<file path="src/rtl/wb_slave_mux.sv">
// wb_slave_mux: Wishbone classic slave-side fan-out to NSLV peripherals.
// The slave-select field of the address picks one downstream slave. Strobes
// and the master ack are registered. A per-transaction watchdog turns a
// silent slave into an error response. Unmapped and timed-out accesses
// return DEFAULT_DATA and raise sticky fault flags plus a fault interrupt.
module wb_slave_mux #(
    parameter int          NSLV         = 4,
    parameter int          SEL_LSB      = 16,
    parameter int          SEL_W        = 4,
    parameter int          TIMEOUT      = 255,
    parameter logic [31:0] DEFAULT_DATA = 32'hDEADBEEF
) (
    input  logic                 wb_clk_i,
    input  logic                 wb_rst_ni,
    input  logic                 wbs_cyc_i,
    input  logic                 wbs_stb_i,
    input  logic                 wbs_we_i,
    input  logic [3:0]           wbs_sel_i,
    input  logic [31:0]          wbs_adr_i,
    input  logic [31:0]          wbs_dat_i,
    output logic                 wbs_ack_o,
    output logic [31:0]          wbs_dat_o,
    output logic [NSLV-1:0]      s_cyc_o,
    output logic [NSLV-1:0]      s_stb_o,
    output logic                 s_we_o,
    output logic [3:0]           s_sel_o,
    output logic [31:0]          s_adr_o,
    output logic [31:0]          s_dat_o,
    input  logic [NSLV-1:0]      s_ack_i,
    input  logic [NSLV*32-1:0]   s_dat_i,
    input  logic                 fault_clr_i,
    output logic [1:0]           fault_status_o,
    output logic [31:0]          fault_addr_o,
    output logic                 fault_irq_o
);

    localparam logic [1:0] IDLE = 2'd0;
    localparam logic [1:0] WAIT = 2'd1;
    localparam logic [1:0] RESP = 2'd2;

    // Counter only needs to reach TIMEOUT-1; the expiry test looks one ahead.
    localparam int CNT_W = (TIMEOUT < 2) ? 1 : $clog2(TIMEOUT + 1);
    localparam int TO_M1 = (TIMEOUT == 0) ? 0 : TIMEOUT - 1;

    logic [1:0]       state_q, state_d;
    logic [SEL_W-1:0] idx_q, idx_d;
    logic [CNT_W-1:0] cnt_q, cnt_d;
    logic [31:0]      dat_q, dat_d;
    logic             ack_q, ack_d;
    logic [NSLV-1:0]  stb_q, stb_d;
    logic [1:0]       status_q, status_d;
    logic [31:0]      faddr_q, faddr_d;
    logic             irq_q, irq_d;

    logic [SEL_W-1:0] idx_in;
    logic             mapped_in;
    logic             ack_sel;
    logic [31:0]      dat_sel;
    logic [1:0]       fault_set;

    assign idx_in    = wbs_adr_i[SEL_LSB +: SEL_W];
    assign mapped_in = ({{(32-SEL_W){1'b0}}, idx_in} < 32'(NSLV));

    assign s_we_o  = wbs_we_i;
    assign s_sel_o = wbs_sel_i;
    assign s_adr_o = wbs_adr_i;
    assign s_dat_o = wbs_dat_i;

    assign wbs_ack_o      = ack_q;
    assign wbs_dat_o      = dat_q;
    assign s_cyc_o        = stb_q;
    assign s_stb_o        = stb_q;
    assign fault_status_o = status_q;
    assign fault_addr_o   = faddr_q;
    assign fault_irq_o    = irq_q;

    // Pick the ack and read data of the currently selected slave only.
    always_comb begin
        ack_sel = 1'b0;
        dat_sel = 32'h0;
        for (int k = 0; k < NSLV; k++) begin
            if (idx_q == SEL_W'(k)) begin
                ack_sel = s_ack_i[k];
                dat_sel = s_dat_i[k*32 +: 32];
            end
        end
    end

    // Transaction FSM: accept/decode, wait for the slave or the watchdog, respond.
    always_comb begin
        state_d   = state_q;
        idx_d     = idx_q;
        cnt_d     = cnt_q;
        dat_d     = dat_q;
        faddr_d   = faddr_q;
        fault_set = 2'b00;
        case (state_q)
            IDLE: begin
                if (wbs_cyc_i && wbs_stb_i) begin
                    idx_d = idx_in;
                    if (mapped_in) begin
                        state_d = WAIT;
                        cnt_d   = '0;
                    end else begin
                        state_d      = RESP;
                        dat_d        = DEFAULT_DATA;
                        fault_set[0] = 1'b1;
                        faddr_d      = wbs_adr_i;
                    end
                end
            end
            WAIT: begin
                if (!wbs_cyc_i) begin
                    // Master abandoned the cycle: quietly release the slave.
                    state_d = IDLE;
                end else if (ack_sel) begin
                    // Checked before expiry so a same-edge ack beats the watchdog.
                    state_d = RESP;
                    dat_d   = dat_sel;
                end else if ((TIMEOUT != 0) && (cnt_q == CNT_W'(TO_M1))) begin
                    state_d      = RESP;
                    dat_d        = DEFAULT_DATA;
                    fault_set[1] = 1'b1;
                    faddr_d      = wbs_adr_i;
                end else if (TIMEOUT != 0) begin
                    cnt_d = cnt_q + CNT_W'(1);
                end
            end
            RESP: begin
                state_d = IDLE;
            end
            default: begin
                state_d = IDLE;
            end
        endcase
    end

    // Registered outputs derived from the next state; set beats clear on status.
    always_comb begin
        ack_d = (state_d == RESP);
        stb_d = '0;
        if (state_d == WAIT) begin
            for (int k = 0; k < NSLV; k++) begin
                if (idx_d == SEL_W'(k)) begin
                    stb_d[k] = 1'b1;
                end
            end
        end
        status_d = (fault_clr_i ? 2'b00 : status_q) | fault_set;
        irq_d    = |status_d;
    end

    // State and output registers with asynchronous active-low reset.
    always_ff @(posedge wb_clk_i or negedge wb_rst_ni) begin
        if (!wb_rst_ni) begin
            state_q  <= IDLE;
            idx_q    <= '0;
            cnt_q    <= '0;
            dat_q    <= 32'h0;
            ack_q    <= 1'b0;
            stb_q    <= '0;
            status_q <= 2'b00;
            faddr_q  <= 32'h0;
            irq_q    <= 1'b0;
        end else begin
            state_q  <= state_d;
            idx_q    <= idx_d;
            cnt_q    <= cnt_d;
            dat_q    <= dat_d;
            ack_q    <= ack_d;
            stb_q    <= stb_d;
            status_q <= status_d;
            faddr_q  <= faddr_d;
            irq_q    <= irq_d;
        end
    end

endmodule

</file>
<file path="config.mk">
export PLATFORM = sky130hd
export DESIGN_NAME = wb_slave_mux
export DESIGN_NICKNAME = d
export VERILOG_FILES = /design/src/rtl/wb_slave_mux.sv
export SDC_FILE = /design/constraint.sdc
export NUM_CORES = 1
export LEC_CHECK = 0
export CORE_UTILIZATION = 28
export DETAILED_ROUTE_END_ITERATION = 16
export HOLD_SLACK_MARGIN = 0.02
export PLACE_DENSITY = 0.64
export SETUP_SLACK_MARGIN = 0.02
export SLEW_MARGIN = 20
export SYNTH_ARGS = -nofsm -noshare
export SYNTH_HDL_FRONTEND = slang
export SYNTH_SLANG_ARGS = --single-unit
export TNS_END_PERCENT = 1
</file>
<file path="constraint.sdc">
create_clock -name wb_clk_i -period 3.15 [get_ports wb_clk_i]
set_clock_uncertainty 0.15 [all_clocks]
set_input_delay 0.945 -clock wb_clk_i [delete_from_list [all_inputs] [get_ports wb_clk_i]]
set_output_delay 0.945 -clock wb_clk_i [all_outputs]
set_load 0.02 [all_outputs]
</file>
Run 1, signal wires on met1:
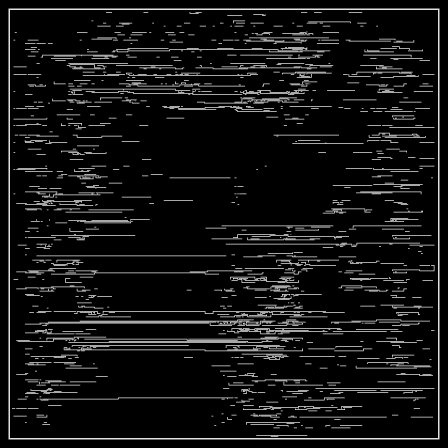
- main direction: horizontal
- longest straight run: 60.3 um
- share of all routed wire: 39%
- wire length on this layer: 5,860 um
global routing usage on met1: 18.8%
vias after detailed routing: 4,135
routed wire length: 15.0 mm

Run 1, met2 routing:
Scale bar: 50 um. Cells faint in the background.
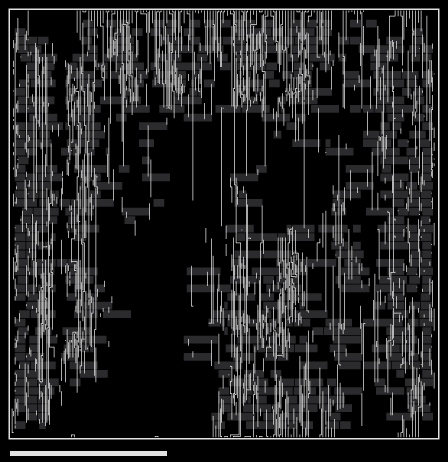
- share of all routed wire: 52%
- main direction: vertical
- longest straight run: 65.6 um
- wire length on this layer: 7,770 um
fraction of met2 tracks used by global routing: 28.8%

==> README.md, run 1 <==
| Item | This run |
|:---|:---|
| Result of the run | finished clean |
| Int Power | 2.81 mW |
| Total number of warnings across the stage logs | 27 |
| Chip width | 136 um |
| Hold buffer count at CTS | 0 |
| Chip area | 0.0186 mm^2 |
| YS warnings | 0 |
| Clock buffer count from CTS | 9 |
| Number of cells in the yosys synthesis report | 435 |
| Number of I/O pins | 351 |
| Global route total overflow | 0 |
| Post-placement cell area | 0.00760 mm^2 |
| Avg Inst Size Synth | 11.6 um^2 |
| Count of inverters other than clock inverters in the layout | 4 |
| FFs & Latches | 86 |
| Proportion of synthesized chip area in sequential cells | 42.7% |
| Overall Global Routing Usage | 16.2% |
| Most common logic cells in the final layout | 243 x sky130_fd_sc_hd__clkdlybuf4s50_1, 84 x sky130_fd_sc_hd__dfrtp_1, 44 x sky130_fd_sc_hd__nand2_1 |
| Diodes inserted | 0 |
| Endpoint required time on the critical path | 2.05 ns |
| Top logic cell family in the synthesized netlist | multiplexers |
| Worst-case clock buffer depth | 2 |
| Post-synth EDFFs | 0 |
| Buffers inserted during post-CTS setup optimization | 0 |
| Count of endpoints failing hold in the final timing report | 0 |
| Number of antenna violations at the first check in global routing | 0 |
| Seq pwr share | 34.7% |
| Root buffer cell | sky130_fd_sc_hd__clkbuf_16 |
| Routed via count divided by cell count | 4.75 |
| Combinational power share | 36.8% |
| Fp_density | 29.0% |
| Met2 wire length | 7.77 mm |
| Combinational Area | 0.00220 mm^2 |
| Highest metal layer used by the detailed router | met4 |
| Cell count after placement | 856 |
Run 1, the metal 3 layer:
Scale bar: 50 um.
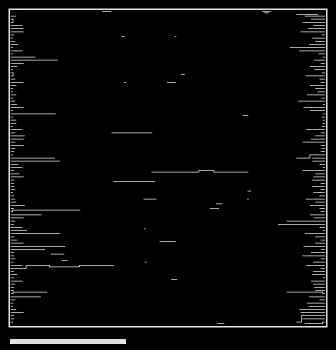
- nets with wire on the layer: 206
- main direction: horizontal
- share of all routed wire: 7.6%
- longest straight run: 29.0 um
- wire length on this layer: 1,140 um
Global Route met3 Usage: 3.88%

[run 1: worst register-to-register path: cells and delay by family, from the launching register on]
family | cells | cell delay, ns
and+or+nand+nor | 2 | 0.75
AOI/OAI and AO/OA | 2 | 0.71
DFF | 1 | 0.43
buffers and inverters | 1 | 0.33
[run 1: path summary, 6_finish.rpt]
| check | end | slack [ns] | depth (start not counted) |
|---|---|---|---|
| min reg2reg | fault_status_o[1] | 0.35 | 2 |
| max reg2reg | wbs_dat_o[28] | 0.62 | 5 |
| min | fault_status_o[1] | 0.35 | 2 |
| min in group asynchronous | fault_addr_o[2] | 0.44 | 1 |
| max in group asynchronous | fault_addr_o[5] | 1.76 | 2 |
| max | s_adr_o[7] | 0.24 | 2 |
--- run 2 (diff from run 1) ---
--- a/config.mk
+++ b/config.mk
@@ -6,6 +6,7 @@
 export NUM_CORES = 1
 export LEC_CHECK = 0
 export CORE_UTILIZATION = 28
+export CTS_BUF_LIST = sky130_fd_sc_hd__clkbuf_2
 export DETAILED_ROUTE_END_ITERATION = 16
 export HOLD_SLACK_MARGIN = 0.02
 export PLACE_DENSITY = 0.64
Run 2, routing congestion map:
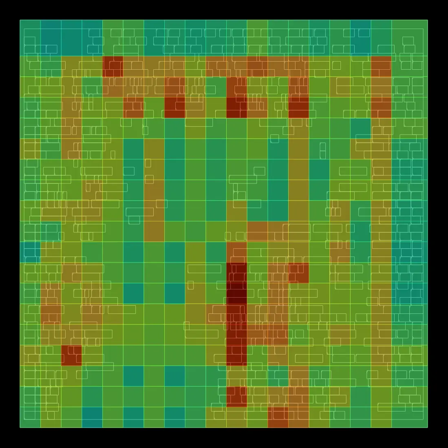
mean routed wirelength per cell: 17.1 um
fraction of met2 tracks used by global routing: 28.9%

Run 2, the metal 4 layer:
Cells faint in the background.
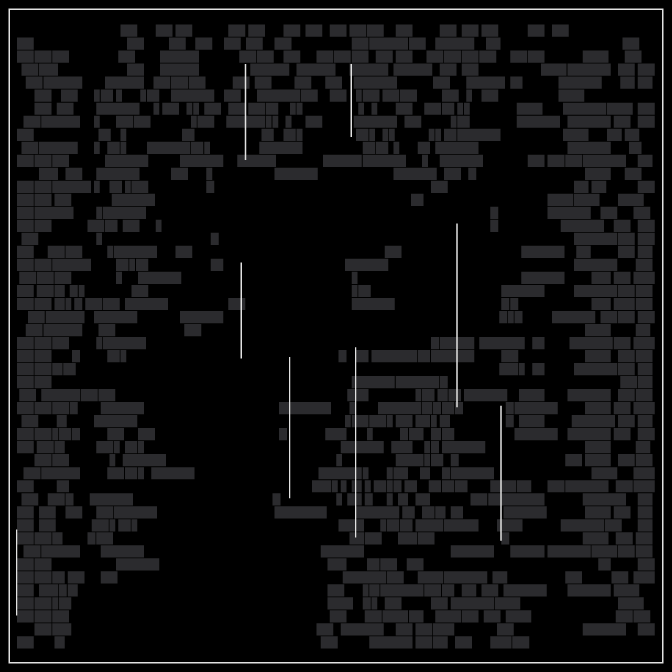
- longest straight run: 39.4 um
- main direction: vertical
vias after detailed routing: 4,130
routed wire length: 14.9 mm

==> README.md, run 2 <==
| Item | This run |
|:---|:---|
| Result of the run | finished clean |
| YS warnings | 0 |
| Endpoint required time on the critical path | 2.05 ns |
| Worst setup slack for register-to-register paths | 0.56 ns |
| Arrival time at the worst endpoint | 1.81 ns |
| Worst-case clock buffer depth | 2 |
| Cell count after placement | 856 |
| Met2 wire length | 7.74 mm |
| Setup crit start kind | input pin |
| Most common logic cells in the final layout | 243 x sky130_fd_sc_hd__clkdlybuf4s50_1, 84 x sky130_fd_sc_hd__dfrtp_1, 44 x sky130_fd_sc_hd__nand2_1 |
| Count of endpoints failing hold in the final timing report | 0 |
| Crit-path slowest cell | sky130_fd_sc_hd__clkdlybuf4s50_1 |
| Post-synth EDFFs | 0 |
| Post-placement cell area | 0.00760 mm^2 |
| Fp_density | 29.0% |
| Clock buffer count from CTS | 9 |
| Routed via count divided by cell count | 4.74 |
| Proportion of synthesized chip area in sequential cells | 42.7% |
| Async SR Flop Fraction | 100% |
| Avg Inst Size Synth | 11.6 um^2 |
| Post-Synth AOI/OAI Area | 9.60% |
| Global Route met3 Usage | 3.84% |
| Global route total overflow | 0 |
| Diodes inserted | 0 |
| Int Power | 2.35 mW |
| Chip width | 136 um |
| Number of I/O pins | 351 |
| Highest metal layer used by the detailed router | met4 |
| Number of antenna violations at the first check in global routing | 0 |
| Overall Global Routing Usage | 16.1% |
| Seq pwr share | 39.6% |
| Number of library cell types mapped by synthesis | 43 |
| Power attributed to the clock group | 0.642 mW |
| Number of cells in the yosys synthesis report | 435 |
| Buffers inserted during post-CTS setup optimization | 0 |
| Hold buffer count at CTS | 0 |
Run 2, signal wires on met1:
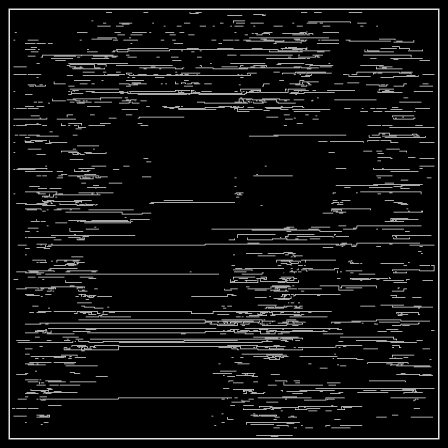
- wire length on this layer: 5,740 um
- nets with wire on the layer: 668
global routing usage on met1: 18.6%

run 2: cell counts after synthesis:
Identical to the previous run, type by type.
run 2: final timing paths:
check                                 from         endpoint  depth (start not counted)
setup reg to reg                  idx_q[2]  fault_addr_o[1]                          5
setup / recovery              wbs_adr_i[7]       s_adr_o[7]                          2
max in group asynchronous        wb_rst_ni  fault_addr_o[5]                          2
hold reg to reg            fault_addr_o[0]  fault_addr_o[0]                          1
min in group wb_clk_i      fault_addr_o[0]  fault_addr_o[0]                          1
hold / removal                   wb_rst_ni    wbs_dat_o[14]                          1
run 2: final cells by class:
type / count / area share [%]
Clock buffer: 10 / 0.648
Inverter: 4 / 0.194
Tap cell: 225 / 3.65
Sequential cell: 86 / 27.9
Timing Repair Buffer: 296 / 38.1
Multi-Input combinational cell: 245 / 28.5
Clock inverter: 5 / 0.988
No activity file was given, so power comes from the tool's default toggle rates.
